**Run 1: cell placement**

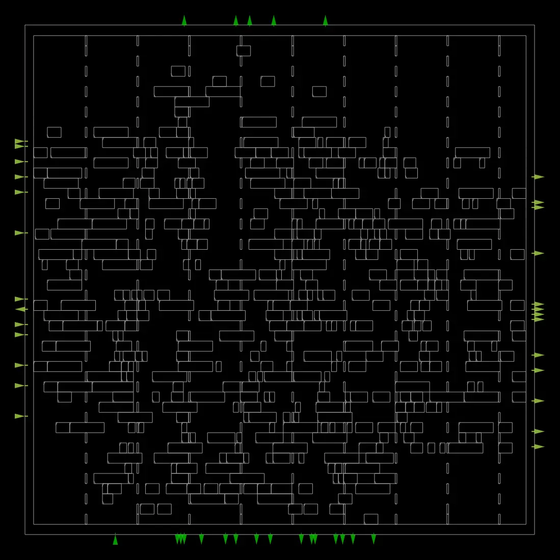
**Run 1: drive-strength map**

(2 px per um)
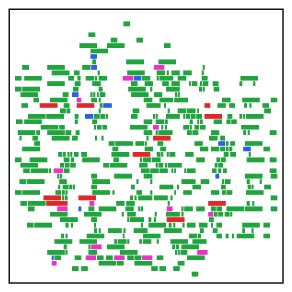
**Run 1: wire density map**

(3 px per um) 27 x 27 tiles, from dark purple (low) to yellow (high), scaled to the fullest tile. Values are wire area over tile area, all layers added.
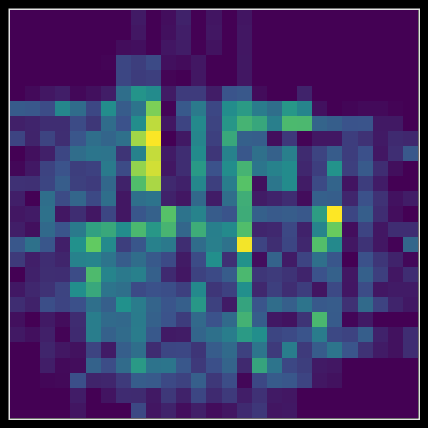
--- config.mk ---
export PLATFORM = sky130hd
export DESIGN_NAME = seg_scan_decoder_flat
export DESIGN_NICKNAME = d
export VERILOG_FILES = /design/src/rtl/seg_scan_decoder_if.sv /design/src/rtl/seg_scan_decoder.sv /design/src/flat_wrapper.sv
export SDC_FILE = /design/constraint.sdc
export NUM_CORES = 1
export LEC_CHECK = 0
export CAP_MARGIN = 10
export CELL_PAD_IN_SITES_DETAIL_PLACEMENT = 0
export CELL_PAD_IN_SITES_GLOBAL_PLACEMENT = 1
export CORE_MARGIN = 2
export CORE_UTILIZATION = 25
export CTS_BUF_LIST = sky130_fd_sc_hd__clkbuf_16
export CTS_CLUSTER_DIAMETER = 200
export CTS_CLUSTER_SIZE = 24
export DETAILED_ROUTE_END_ITERATION = 16
export PLACE_DENSITY = 0.47
export SYNTH_ARGS = -nofsm -noshare
export SYNTH_HDL_FRONTEND = slang
export SYNTH_SLANG_ARGS = --single-unit
--- constraint.sdc ---
create_clock -name clk_16k -period 6.3 [get_ports clk_16k]
set_input_delay 0.945 -clock clk_16k [delete_from_list [all_inputs] [get_ports clk_16k]]
set_output_delay 0.945 -clock clk_16k [all_outputs]
set_load 0.02 [all_outputs]
--- src/rtl/seg_scan_decoder_if.sv ---
// Scan-bus bundle between a seven-segment display driver (master) and the scan decoder (slave).
// Carries the segment/digit-select inputs and the published value/strobe outputs.
interface seg_scan_decoder_if;
    logic [6:0]  OL;
    logic [3:0]  DIG;
    logic [13:0] value;
    logic [15:0] bcd;
    logic        value_valid;
    logic        frame_err;

    modport master (
        output OL, DIG,
        input  value, bcd, value_valid, frame_err
    );

    modport slave (
        input  OL, DIG,
        output value, bcd, value_valid, frame_err
    );
endinterface

--- src/rtl/seg_scan_decoder.sv ---
// Decodes a 4-digit multiplexed seven-segment scan bus back to binary and BCD values.
// Optional macro SEG_CONFIRM_EN: publish only when two consecutive completed frames agree.
module seg_scan_decoder #(
    parameter bit SEG_INV = 1'b0
) (
    input  logic                clk_16k,
    input  logic                rst,
    seg_scan_decoder_if.slave   bus,
    output logic [1:0]          state_dbg_o
);

    typedef enum logic [1:0] {
        SYNC  = 2'd0,
        EXP_H = 2'd1,
        EXP_T = 2'd2,
        EXP_O = 2'd3
    } state_t;

    // Returns {valid, digit}; anything outside the ten legal glyphs is invalid.
    function automatic logic [4:0] decode_seg(input logic [6:0] seg);
        logic [4:0] r;
        case (seg)
            7'b1111110: r = {1'b1, 4'd0};
            7'b0110000: r = {1'b1, 4'd1};
            7'b1101101: r = {1'b1, 4'd2};
            7'b1111001: r = {1'b1, 4'd3};
            7'b0110011: r = {1'b1, 4'd4};
            7'b1011011: r = {1'b1, 4'd5};
            7'b1011111: r = {1'b1, 4'd6};
            7'b1110000: r = {1'b1, 4'd7};
            7'b1111111: r = {1'b1, 4'd8};
            7'b1111011: r = {1'b1, 4'd9};
            default:    r = 5'd0;
        endcase
        return r;
    endfunction

    logic [6:0]  ol_q;
    logic [3:0]  dig_q;
    logic [6:0]  hist_ol_q;
    logic [3:0]  hist_dig_q;
    logic        hist_vld_q;
    state_t      state_q, state_d;
    logic [15:0] digs_q, digs_d;
    logic [13:0] value_q, value_d;
    logic [15:0] bcd_q, bcd_d;
    logic        vv_q, vv_d;
    logic        fe_q, fe_d;
`ifdef SEG_CONFIRM_EN
    logic [15:0] cand_q, cand_d;
    logic        cand_vld_q, cand_vld_d;
`endif

    logic [6:0]  seg_n;
    logic [4:0]  dec;
    logic        pat_vld;
    logic [3:0]  pat_dig;
    logic        is_hold;
    logic        is_start;
    logic [3:0]  exp_dig;
    logic [15:0] frame_bcd;
    logic [13:0] frame_value;
    logic        frame_done;
    logic        publish;

    assign seg_n    = SEG_INV ? ~ol_q : ol_q;
    assign dec      = decode_seg(seg_n);
    assign pat_vld  = dec[4];
    assign pat_dig  = dec[3:0];
    assign is_hold  = hist_vld_q && (dig_q == hist_dig_q) && (ol_q == hist_ol_q);
    assign is_start = (dig_q == 4'b1000) && pat_vld;

    assign frame_bcd   = {digs_q[15:4], pat_dig};
    assign frame_value = 14'(frame_bcd[15:12]) * 14'd1000
                       + 14'(frame_bcd[11:8])  * 14'd100
                       + 14'(frame_bcd[7:4])   * 14'd10
                       + 14'(frame_bcd[3:0]);

    always_comb begin
        exp_dig = 4'b0000;
        case (state_q)
            EXP_H:   exp_dig = 4'b0100;
            EXP_T:   exp_dig = 4'b0010;
            EXP_O:   exp_dig = 4'b0001;
            default: exp_dig = 4'b1000;
        endcase
    end

    always_comb begin
        state_d    = state_q;
        digs_d     = digs_q;
        value_d    = value_q;
        bcd_d      = bcd_q;
        vv_d       = 1'b0;
        fe_d       = 1'b0;
        frame_done = 1'b0;
        publish    = 1'b0;
`ifdef SEG_CONFIRM_EN
        cand_d     = cand_q;
        cand_vld_d = cand_vld_q;
`endif

        if (state_q == SYNC) begin
            if (is_start) begin
                digs_d  = {pat_dig, 12'h000};
                state_d = EXP_H;
            end
        end else if (!is_hold) begin
            if ((dig_q == exp_dig) && pat_vld) begin
                case (state_q)
                    EXP_H: begin
                        digs_d[11:8] = pat_dig;
                        state_d      = EXP_T;
                    end
                    EXP_T: begin
                        digs_d[7:4] = pat_dig;
                        state_d     = EXP_O;
                    end
                    default: begin
                        digs_d[3:0] = pat_dig;
                        frame_done  = 1'b1;
                        state_d     = SYNC;
                    end
                endcase
            end else begin
                // Partial frame is dropped; a valid thousands sample restarts immediately.
                fe_d = 1'b1;
`ifdef SEG_CONFIRM_EN
                cand_vld_d = 1'b0;
`endif
                if (is_start) begin
                    digs_d  = {pat_dig, 12'h000};
                    state_d = EXP_H;
                end else begin
                    state_d = SYNC;
                end
            end
        end

        if (frame_done) begin
`ifdef SEG_CONFIRM_EN
            publish    = cand_vld_q && (cand_q == frame_bcd);
            cand_d     = frame_bcd;
            cand_vld_d = 1'b1;
`else
            publish = 1'b1;
`endif
        end

        if (publish) begin
            value_d = frame_value;
            bcd_d   = frame_bcd;
            vv_d    = 1'b1;
        end
    end

    always_ff @(posedge clk_16k or posedge rst) begin
        if (rst) begin
            ol_q       <= 7'd0;
            dig_q      <= 4'd0;
            hist_ol_q  <= 7'd0;
            hist_dig_q <= 4'd0;
            hist_vld_q <= 1'b0;
            state_q    <= SYNC;
            digs_q     <= 16'h0000;
            value_q    <= 14'd0;
            bcd_q      <= 16'h0000;
            vv_q       <= 1'b0;
            fe_q       <= 1'b0;
`ifdef SEG_CONFIRM_EN
            cand_q     <= 16'h0000;
            cand_vld_q <= 1'b0;
`endif
        end else begin
            ol_q       <= bus.OL;
            dig_q      <= bus.DIG;
            hist_ol_q  <= ol_q;
            hist_dig_q <= dig_q;
            hist_vld_q <= 1'b1;
            state_q    <= state_d;
            digs_q     <= digs_d;
            value_q    <= value_d;
            bcd_q      <= bcd_d;
            vv_q       <= vv_d;
            fe_q       <= fe_d;
`ifdef SEG_CONFIRM_EN
            cand_q     <= cand_d;
            cand_vld_q <= cand_vld_d;
`endif
        end
    end

    assign bus.value       = value_q;
    assign bus.bcd         = bcd_q;
    assign bus.value_valid = vv_q;
    assign bus.frame_err   = fe_q;
    assign state_dbg_o     = state_q;

endmodule
--- src/flat_wrapper.sv ---
// flat-port wrapper written by rule: the top's interface ports become plain ports
module seg_scan_decoder_flat 
#(
    parameter bit SEG_INV = 1'b0
)
  (clk_16k, rst, state_dbg_o, bus_OL, bus_DIG, bus_value, bus_bcd, bus_value_valid, bus_frame_err);
  seg_scan_decoder_if bus_i ();
  input  logic clk_16k;
  input  logic rst;
  output logic [1:0] state_dbg_o;
  input wire logic [$bits(bus_i.OL)-1:0] bus_OL;
  input wire logic [$bits(bus_i.DIG)-1:0] bus_DIG;
  output wire logic [$bits(bus_i.value)-1:0] bus_value;
  output wire logic [$bits(bus_i.bcd)-1:0] bus_bcd;
  output wire logic [$bits(bus_i.value_valid)-1:0] bus_value_valid;
  output wire logic [$bits(bus_i.frame_err)-1:0] bus_frame_err;
  assign bus_i.OL = bus_OL;
  assign bus_i.DIG = bus_DIG;
  assign bus_value = bus_i.value;
  assign bus_bcd = bus_i.bcd;
  assign bus_value_valid = bus_i.value_valid;
  assign bus_frame_err = bus_i.frame_err;
  seg_scan_decoder #(.SEG_INV(SEG_INV)) u_core (.clk_16k(clk_16k), .rst(rst), .bus(bus_i), .state_dbg_o(state_dbg_o));
endmodule
==> results.txt, run 1 <==
Outcome -> completed
Power per cell area -> 195 nW/um2
Placed cells -> 663
Post-Synth AOI/OAI Area -> 0.116
Registers, synthesis -> 68
Clock-pin slew on the worst setup and hold paths -> 0.06 ns
Yosys cell count -> 402
Seq/total area -> 0.318
Crit path capture type -> flop
Via-to-Cell Ratio -> 4.27
Via count -> 2902
N_diodes -> 0
Latency at later pin -> 0.34 ns
Share of cells above drive strength 1 -> 0.0815
IO Port Bufs -> 46
Worst EP required -> 6.48 ns
Seq share, synth -> 0.390
Num tapcells -> 225
Critical path peak fanout -> 6
Mapped Area -> 4360 um2
EDFF count, synth -> 0
Final Setup Violations -> 0
Non-CTS inverters -> 53
Die Size -> 18500 um2
Final Max Tran Viols -> 0
Dominant Register Cell -> dfrtp_1
Worst Hold Class -> reg2reg
FP Rows -> 48
Gate Count Post-Synth -> 402
Root Driver -> clkbuf_16
RSZ-0062 raised after global routing -> no
Comb gates -> 269
Buffering overhead -> 0.0890
Filler Cell Count -> 1823
Vias in the first global route -> 3109
Drt total wl -> 9270 um
Yosys warnings -> 0
Worst vdd ir -> 0.000160 V
I/O pin total -> 47
Register area -> 1700 um2
Main logic family -> adder cells
Die H -> 136 um
Post-CTS sizing -> 0
Log Warnings -> 35
DPL Wire Length -> 7000 um
Initial antenna violation count -> 0
H-tree depth -> 3
Max-cap viol count -> 0
Mean Syn Cell Area -> 10.9 um2
Final period util -> 0.778
Hold-fix buffers, CTS -> 0
# nets final -> 533
DRC violations left -> 0
Worst slew pin tran -> 0.973 ns
CTS tree -> done
Mux frac, synth -> 0.0419
Die X -> 136 um
Pre-CTS WS -> 1.39 ns
Setup TNS -> 0 ns
CORE AREA -> 17200 um2
## Picture notes: 'cell placement'
Final Core Density: 0.311
total number of sequential cells: 68
fin cells: 679

## Picture notes: 'drive-strength map'
Key: _6 and larger = red [cells 11, most used clkbuf_16]; _2 cells = blue [cells 11, most used mux2_2]; _3 and _4 cells = magenta [cells 15, most used mux2_4]; _0 and _1 cells = green [cells 417, most used dfrtp_1]
Design Area, Final: 5350 um2
post-layout worst setup margin: 1.40 ns
bufs w/o clock: 48
synth-to-layout area growth: 22.5%

## Picture notes: 'wire density map'
The mean over all tiles is 0.078. The fullest tile reaches 0.41. The densest ninth of the die: middle. The emptiest ninth of the die: top right.
Wirelength per Cell: 13.6 um
Overall Global Routing Usage: 0.112

run 1: worst paths after layout:
check	start	endpoint	slack [ns]	cells past startpoint
hold / removal	u_core.dig_q[0]	u_core.hist_dig_q[0]	0.46	0
min in group asynchronous	rst	u_core.bus.bcd[1]	1.18	3
hold reg to reg	u_core.dig_q[0]	u_core.hist_dig_q[0]	0.46	0
max in group asynchronous	rst	u_core.bus.value[11]	4.56	3
setup / recovery	u_core.digs_q[14]	u_core.bus.value[13]	1.40	18
setup reg to reg	u_core.digs_q[14]	u_core.bus.value[13]	1.40	18
run 1: per-layer routing:
| layer | vias to the layer above | GRT usage | share of wire |
|---|---|---|---|
| met5 | - | 0 | 0 |
| met4 | 0 | 0.0399 | 0.020 |
| met3 | 14 | 0.0309 | 0.037 |
| met2 | 50 | 0.187 | 0.48 |
| met1 | 1384 | 0.137 | 0.46 |
| li1 | 1454 | - | - |
run 1: through the flow:
| step | hold WS, ns | total power [mW] | cell area, um2 |
|---|---|---|---|
| 2_1_floorplan | 0.349 | 0.513 | 4360 |
| 3_3_place_gp | 0.451 | 0.539 | 5040 |
| 3_5_place_dp | 0.457 | 0.540 | 5040 |
| 4_1_cts | 0.468 | 1.07 | 5350 |
| 5_1_grt | 0.480 | 1.10 | 5350 |
| 6_report | 0.464 | 1.04 | 5350 |
run 1: power breakdown:
group | switching (mW) | total, mW | internal, mW
sequential | 0.0119 | 0.459 | 0.447
clock | 0.206 | 0.514 | 0.308
combinational | 0.0388 | 0.0710 | 0.0322
total | 0.256 | 1.04 | 0.788
run 1: sequential cells by signal (all words and copies together) (netlist names):
register	count
u_core.bus.value	13
u_core.state_dbg_o	2
u_core.bus.value_valid	1
u_core.bus.bcd	16
u_core.bus.frame_err	1
u_core.ol_q	7
u_core.hist_vld_q	1
u_core.digs_q	12
u_core.hist_dig_q	4
u_core.hist_ol_q	7
u_core.dig_q	4
run 1: cells in the mapped netlist (3+ instances only):
cell type   n  area [um2]
o2bb2ai_1   8        70.1
a31oi_1     4        25.0
mux2_4      8         120
buf_2       6        30.0
o31ai_1     3        22.5
nor4b_1     3        26.3
a21o_1      5        37.5
o21ai_1    18        90.1
mux2i_1     4        40.0
o21ai_0     6        30.0
inv_1      53         199
nand3b_1    4        30.0
fa_1       17         340
xnor2_1    23         201
a21oi_1     9        45.0
buf_6       3        33.8
nor2b_1     4        25.0
nor2_1      9        33.8
xor2_1     10        87.6
dfrtp_1    68        1700
ha_1       54         676
a211oi_1    5        37.5
nand4_1     5        31.3
nor3_1      4        20.0
nand2_1    35         131
run 1: critical path, cell delays in order, from the launching register on:
cell and delay, ns:
dfrtp_1 0.47, fa_1 0.61, inv_1 0.11, fa_1 0.51, inv_1 0.04, ha_1 0.33
nor2b_1 0.14, o21ai_0 0.20, nand2_1 0.10, xnor2_1 0.13, ha_1 0.28, ha_1 0.30
ha_1 0.37, a21o_1 0.19, or3_1 0.32, o21ba_2 0.22, a31oi_1 0.21, xnor2_1 0.14
o21ai_0 0.08
==> run 2, diff against run 1 <==
==> constraint.sdc (replaced) <==
create_clock -name clk_16k -period 5.1 [get_ports clk_16k]
set_input_delay 0.765 -clock clk_16k [delete_from_list [all_inputs] [get_ports clk_16k]]
set_output_delay 0.765 -clock clk_16k [all_outputs]
set_load 0.02 [all_outputs]
==> run 2 against run 1 <==
  * Maximum frequency up 2.9%
  * Highest routed layer unchanged
  * Clock power up 22%
  * Largest power group unchanged
  * Largest cell class unchanged
  * Clock skew up 0.0046 ns
  * Sequential cell count unchanged
  * Final cell count up 0.15%
  * Sequential share of layout area about the same
==> results.txt, run 2 <==
Yosys warnings -> 0
Relative slew slack -> 0.350
FP Rows -> 48
Gr ovfl total -> 0
Vias in the first global route -> 3162
Synth top area share -> 0.390
Clk pwr share -> 0.490
Critical path startpoint category -> flop
Final period util -> 0.934
Register area -> 1710 um2
RSZ-0062 raised after global routing -> no
N_diodes -> 0
Post-synthesis cell type with the largest combined area -> dfrtp_1
XOR/XNOR Area Share -> 0.0662
Top cells, area -> dfrtp_1 (39%), ha_1 (15%), fa_1 (7.8%)
Crit Reg-Reg Startpoint -> u_core.digs_q[13]
Post-Synth AOI/OAI Area -> 0.116
Hold-fix buffers, CTS -> 0
Root Driver -> clkbuf_16
Main logic family -> adder cells
Stages on the worst setup path -> 18
Yosys chip area -> 4360 um2
CTS sink count -> 68
Power, Total -> 1.28 mW
Worst EP required -> 5.28 ns
Post-layout min period -> 4.76 ns
Num CTS Buffers -> 9
Crit path from -> u_core.digs_q[13]
Outcome -> completed
Final hold violation count -> 0
Worst vdd ir -> 0.000205 V
DRC violations left -> 0
Mux frac, synth -> 0.0419
Crit path buf inv count -> 2
Simple-Gate Area Share -> 0.0886
Synth async-reset ratio -> 1.00
Switching power -> 0.312 mW
Critical path peak fanout -> 5
Share of cells above drive strength 1 -> 0.0923
Wire length of the first global-routing pass -> 15900 um
Power per cell area -> 240 nW/um2
Most frequent CP cell -> ha_1
Area post-placement -> 5050 um2
Worst Hold Class -> reg2reg
Log Warnings -> 35
Fin cells -> 680
# nets final -> 534
Registers, synthesis -> 68
Init Core Util -> 0.254
Post-Synth Adder-Cell Area -> 0.233
Combinational share of power -> 0.068
Leak pwr -> 2.59 nW
Most numerous logic cell after layout -> dfrtp_1
Setup TNS -> 0 ns
Filler Cell Count -> 1794
Cell Type Count -> 51
Die H -> 136 um
CORE AREA -> 17200 um2
DPL Wire Length -> 7160 um
Comb area -> 2390 um2
Achievable Freq -> 210 MHz
CP top delay family -> adder cells
I/O pin total -> 47
Clock-pin slew on the worst setup and hold paths -> 0.06 ns
Worst hold start -> u_core.dig_q[0]
Peak per-stage delay on the critical path -> 0.62 ns
Final Max Tran Viols -> 0
Worst Hold Depth -> 0
Initial DRC Count -> 81
H-tree depth -> 3
RePlAce Congestion -> 0.762
Max-cap viol count -> 0
EDFF count, synth -> 0
Net count after synthesis -> 486
Hold WS -> 0.456 ns
Most numerous logic cells after layout -> dfrtp_1 (65), ha_1 (54), inv_1 (52), clkdlybuf4s50_1 (46), nand2_1 (35)
Final Skew -> 0.00945 ns
Routed Antenna Nets -> 0
Mapped Area -> 4360 um2
Gate Count Post-Synth -> 402
Pre-CTS WS -> 0.209 ns
Yosys cell count -> 402
Crit path capture type -> flop
Die X -> 136 um
WP data arrival -> 4.94 ns
Clk buf depth -> 2
CP Class -> reg2reg
Seq pwr share -> 0.442
Mean Syn Cell Area -> 10.9 um2
Via-to-Cell Ratio -> 4.23
IO Port Bufs -> 46
DRT Pass-1 Iters -> 4
Worst slew pin tran -> 0.976 ns
Seq share, synth -> 0.390
Largest register FFs -> 16
CTS tree -> done
Dominant Register Cell -> dfrtp_1
Placed cells -> 664
Top cells by count -> dfrtp_1 (68), ha_1 (54), inv_1 (53), nand2_1 (35), xnor2_1 (23)
Net Sw Frac -> 0.243
Worst reg2reg path depth -> 18
Largest net degree at the start of global routing -> 50
Internal Power -> 0.972 mW
CP Cell Sequence -> fa_2, inv_1, fa_1, inv_1, ha_1, nor2b_1, o21ai_1, nand2_1, xnor2_1, ha_1, ha_1, ha_1, a21o_1, or3_1, o21ba_2, a31oi_1, xnor2_1, o21ai_0
Latency at later pin -> 0.34 ns
Post-CTS setup buffers -> 0
Final Setup Violations -> 0
Initial antenna violation count -> 0
Worst path slowest cell -> fa_2
Synth top cell by count -> dfrtp_1
Die Size -> 18500 um2
Final Core Density -> 0.312
==> run 2: cell count changes in the layout (fill, tap and decap cells not counted), sizes merged <==
cell / previous run / this run
clkinvlp: 2 / 3
clkinv: 3 / 2
buf: 2 / 3
==> run 2: cells by family (layout without fill, tap and decap cells) <==
logic type / after synthesis / after routing
other: 1 / 1
AND-OR/OR-AND: 75 / 75
flip-flops: 68 / 68
adder cells (fa/ha/maj): 71 / 71
buffers and inverters: 65 / 118
XOR/XNOR: 33 / 33
multiplexers: 14 / 14
AND/OR/NAND/NOR: 75 / 75
==> run 2: final timing paths <==
| kind | slack [ns] | endpoint |
|---|---|---|
| min in group asynchronous | 0.96 | u_core.bus.value[3] |
| max in group asynchronous | 3.29 | u_core.ol_q[5] |
| hold / removal | 0.46 | u_core.hist_dig_q[0] |
| setup reg to reg | 0.34 | u_core.bus.value[13] |
| hold reg to reg | 0.46 | u_core.hist_dig_q[0] |
| setup / recovery | 0.34 | u_core.bus.value[13] |
==> run 2: worst register-to-register path, cell delays in order, from the launching register on <==
cell	delay [ns]
dfrtp_2	0.45
fa_2	0.62
inv_1	0.09
fa_1	0.50
inv_1	0.04
ha_1	0.34
nor2b_1	0.15
o21ai_1	0.15
nand2_1	0.08
xnor2_1	0.13
ha_1	0.28
ha_1	0.30
ha_1	0.36
a21o_1	0.19
or3_1	0.30
o21ba_2	0.22
a31oi_1	0.19
xnor2_1	0.13
o21ai_0	0.08
==> run 2: per-layer routing <==
layer  global-route usage  part of all wire  vias to the layer above
met5                    0                 0                        -
met2                0.191              0.50                       43
met4               0.0341             0.015                        0
li1                     -                 -                     1466
met1                0.132              0.45                     1357
met3               0.0380             0.038                       12
==> run 2: final cells by class <==
type                            count  share of cell area
Multi-Input combinational cell    269               0.446
Clock buffer                        9              0.0420
Tap cell                          225              0.0525
Timing Repair Buffer               49              0.0901
Sequential cell                    68               0.318
Clock inverter                      7              0.0140
Inverter                           53              0.0371
==> run 2: timing repair <==
action                     CTS  global route
resized                      0             5
setup endpoints to repair    0             1
hold endpoints to repair     0             0
==> run 2: power by group through the flow <==
| stage | Clock, mW | Sequential [mW] | Combinational, mW |
|---|---|---|---|
| finish | 0.629 | 0.567 | 0.0878 |
| global route | 0.678 | 0.570 | 0.100 |
| CTS | 0.659 | 0.568 | 0.0904 |
| detailed placement | 0 | 0.578 | 0.0902 |
| global placement | 0 | 0.577 | 0.0894 |
| floorplan | 0 | 0.574 | 0.0591 |
**Run 2: wire density map**

(3 px per um) 27 x 27 tiles, from dark purple (low) to yellow (high), scaled to the fullest tile. Values are wire area over tile area, all layers added.
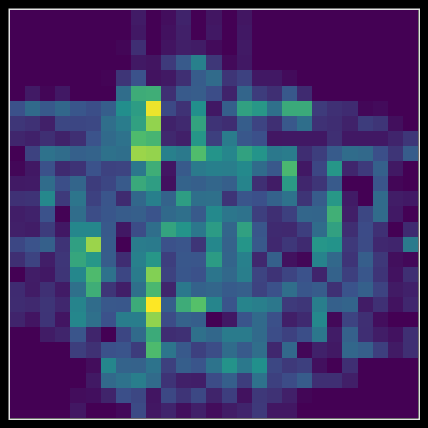
The emptiest ninth of the die: top right. The densest ninth of the die: middle. The fullest tile reaches 0.39. 25% of the tiles are nearly empty.
Wirelength per Cell: 13.5 um
via count: 2878
drt total wl: 9190 um
Overall Global Routing Usage: 0.112

**Run 2: drive-strength map**

(2 px per um)
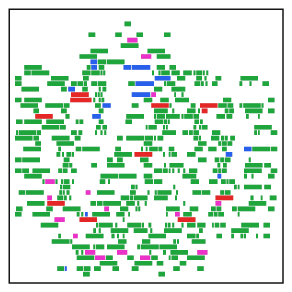
Key: _3 and _4 cells = magenta [cells 16, most used mux2_4]; _6 and larger = red [cells 11, most used clkbuf_16]; _2 cells = blue [cells 15, most used dfrtp_2]; _0 and _1 cells = green [cells 413, most used dfrtp_1]
bufs w/o clock: 49
post-layout worst setup margin: 0.336 ns
synth-to-layout area growth: 22.8%
Design Area, Final: 5360 um2

No activity file was given, so power comes from the tool's default toggle rates.
